**Metal 1**

Scale bar: 20 um. Supply wires on this layer in gray.
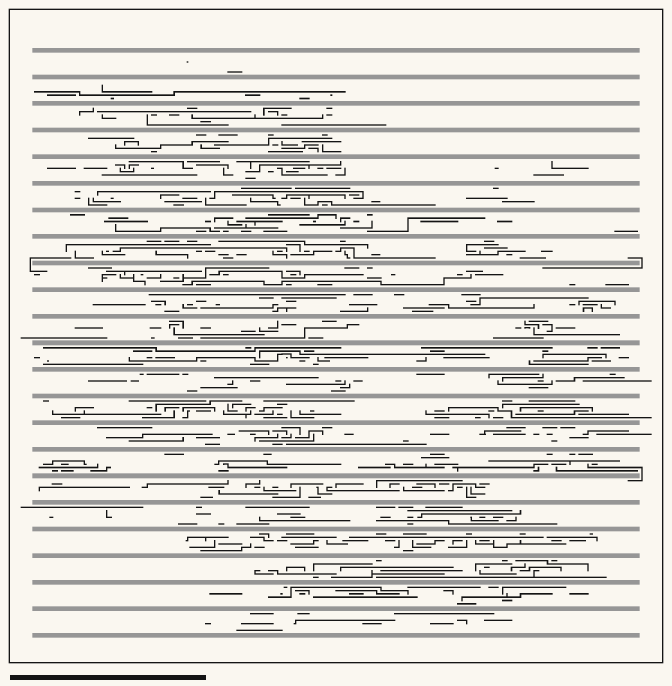
**Signal wires on met3**

Scale bar: 20 um.
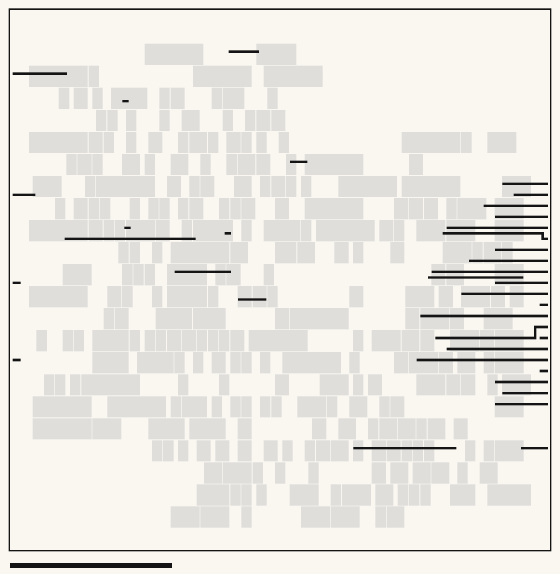
**Metal 2**

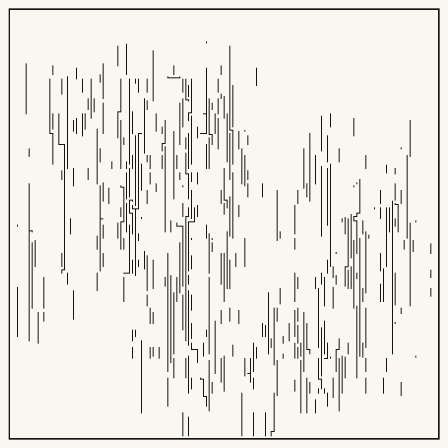
==> config.mk <==
export PLATFORM = sky130hd
export DESIGN_NAME = scan_sequencer_2to4
export DESIGN_NICKNAME = d
export VERILOG_FILES = /design/src/rtl/scan_sequencer_2to4.sv
export SDC_FILE = /design/constraint.sdc
export NUM_CORES = 1
export LEC_CHECK = 0
export ABC_AREA = 1
export CAP_MARGIN = 20
export CORE_MARGIN = 2
export CORE_UTILIZATION = 40
export CTS_CLUSTER_SIZE = 25
export DETAILED_ROUTE_END_ITERATION = 12
export GPL_ROUTABILITY_DRIVEN = 1
export GPL_TIMING_DRIVEN = 0
export PLACE_DENSITY = 0.69
export SKIP_CTS_REPAIR_TIMING = 1
export SLEW_MARGIN = 40
export SYNTH_ARGS = -nofsm -noshare
export SYNTH_HDL_FRONTEND = slang
export SYNTH_SLANG_ARGS = --single-unit
==> constraint.sdc <==
create_clock -name clk -period 4.4 [get_ports clk]
set_clock_uncertainty 0.2 [all_clocks]
set_input_delay 0.66 -clock clk [delete_from_list [all_inputs] [get_ports clk]]
set_output_delay 0.66 -clock clk [all_outputs]
set_load 0.05 [all_outputs]
==> flow_summary_export.csv <==
group,metric,value,unit
synth,ys_sh_aoi,9.634,%
synth,ys_types,29,
grt,grt_pass1_vias,1499,
final_timing,hold_viol,0,
floorplan,fp.dieH,66.68,um
pwr,finalPower,516.5,uW
floorplan,boundaryPins,32,
finish,lay_top_count,"nand2_1",
finish,postLayoutCellArea,0.001997,mm2
grt,overflow,0,
run_status,status,"finished, final reports clean",
final_timing,rsz0062_at_grt,"false",
final_timing,finalSetupViolations,0,
final_timing,hold_ws,0.2423,ns
worst_hold_path,hold_path_depth,2,
grt,grt_max_degree,13,
job,cap_violations,0,
critical_path,r2r_cells,17,
synth,ys_sh_adder,5.573,%
synth,ys_cells,249,
placed_design,io_buffers,31,
About 'metal 1':
nets with wire on the layer: 283
longest straight run: 23.5 um
wire length on this layer: 1890 um
share of all routed wire: 52%
Routed WL: 3631 um
M1 GR Usage: 24.07%
DR vias: 1632

About 'signal wires on met3':
longest straight run: 15.9 um
nets with wire on the layer: 32
share of all routed wire: 6.7%
wire length on this layer: 243 um
GR Layer Usage met3: 3.716%

About 'metal 2':
share of all routed wire: 39%
nets with wire on the layer: 237
main direction: vertical
wire length on this layer: 1430 um
longest straight run: 24.5 um
met2 GRT Util: 29.75%

## worst max-delay path, cell delays in order
cell,delay (ns)
clkdlybuf4s50_1,0.54
inv_1,0.08
nand2_1,0.07
nand2_1,0.07
nor2_1,0.10
nand3_1,0.07
nand2_1,0.08
nand3_2,0.08
nand2_1,0.06
inv_1,0.04
ha_1,0.28
inv_1,0.06
nor2_1,0.03
o21ai_0,0.13
nand3_1,0.10
nor2_1,0.14
## cells by family after synthesis
group / count (synthesis)
fa+ha+maj: 7
flops: 22
compound gates: 29
simple gates: 150
buf+inv: 41
## synth_stat cells
| library cell | number | share of area, % |
|---|---|---|
| nand3b_1 | 1 | 0.48 |
| or2_2 | 1 | 0.40 |
| buf_2 | 2 | 0.64 |
| nand2_2 | 12 | 4.8 |
| or2_1 | 1 | 0.40 |
| nor2_2 | 1 | 0.40 |
| o21ai_1 | 1 | 0.32 |
| nand4_1 | 9 | 3.6 |
| buf_8 | 1 | 0.96 |
| dfxtp_1 | 22 | 28 |
| nor2_1 | 25 | 6.0 |
| buf_6 | 1 | 0.72 |
| inv_2 | 2 | 0.48 |
| nand2_1 | 62 | 15 |
| inv_6 | 1 | 0.56 |
| nor4_2 | 1 | 0.80 |
| nand3_1 | 30 | 9.6 |
| nor3_1 | 2 | 0.64 |
| a21oi_2 | 1 | 0.56 |
| nand2_4 | 1 | 0.72 |
| ha_1 | 7 | 5.6 |
| clkinv_2 | 1 | 0.32 |
| a21oi_1 | 15 | 4.8 |
| inv_4 | 1 | 0.40 |
| nand3_2 | 4 | 2.5 |
| clkbuf_1 | 1 | 0.24 |
| o211ai_1 | 1 | 0.48 |
| inv_1 | 31 | 7.4 |
| o21ai_0 | 11 | 3.5 |
## through the flow
stage,cells,setup slack [ns]
2_1_floorplan,249,1.984
3_3_place_gp,328,1.566
3_5_place_dp,328,1.551
4_1_cts,332,1.821
5_1_grt,332,1.581
6_report,332,1.825
## final cells by class
class | count | area (um2)
fillers | 381 | 1719
multi-input cells | 186 | 947.2
flip-flops and latches | 22 | 440.4
repair buffers | 31 | 310.3
inverters | 36 | 143.9
well taps | 48 | 60.06
clock buffers | 4 | 55.05
plain buffers | 5 | 40.04
## where the power goes
group	switching [uW]	total, uW	internal [uW]
Sequential	4.26	208	203
Combinational	96.4	161	64.4
Clock	68.1	148	79.9
Total	169	516	348
## layer usage
layer  wire length (um)  vias up  global-route usage, %
met4                 63        0                  6.888
met3                242        7                  3.716
li1                   -      879                      -
met2               1432       41                  29.75
met1               1892      705                  24.07
met5                  0        -                      0
No activity file was given, so power comes from the tool's default toggle rates.
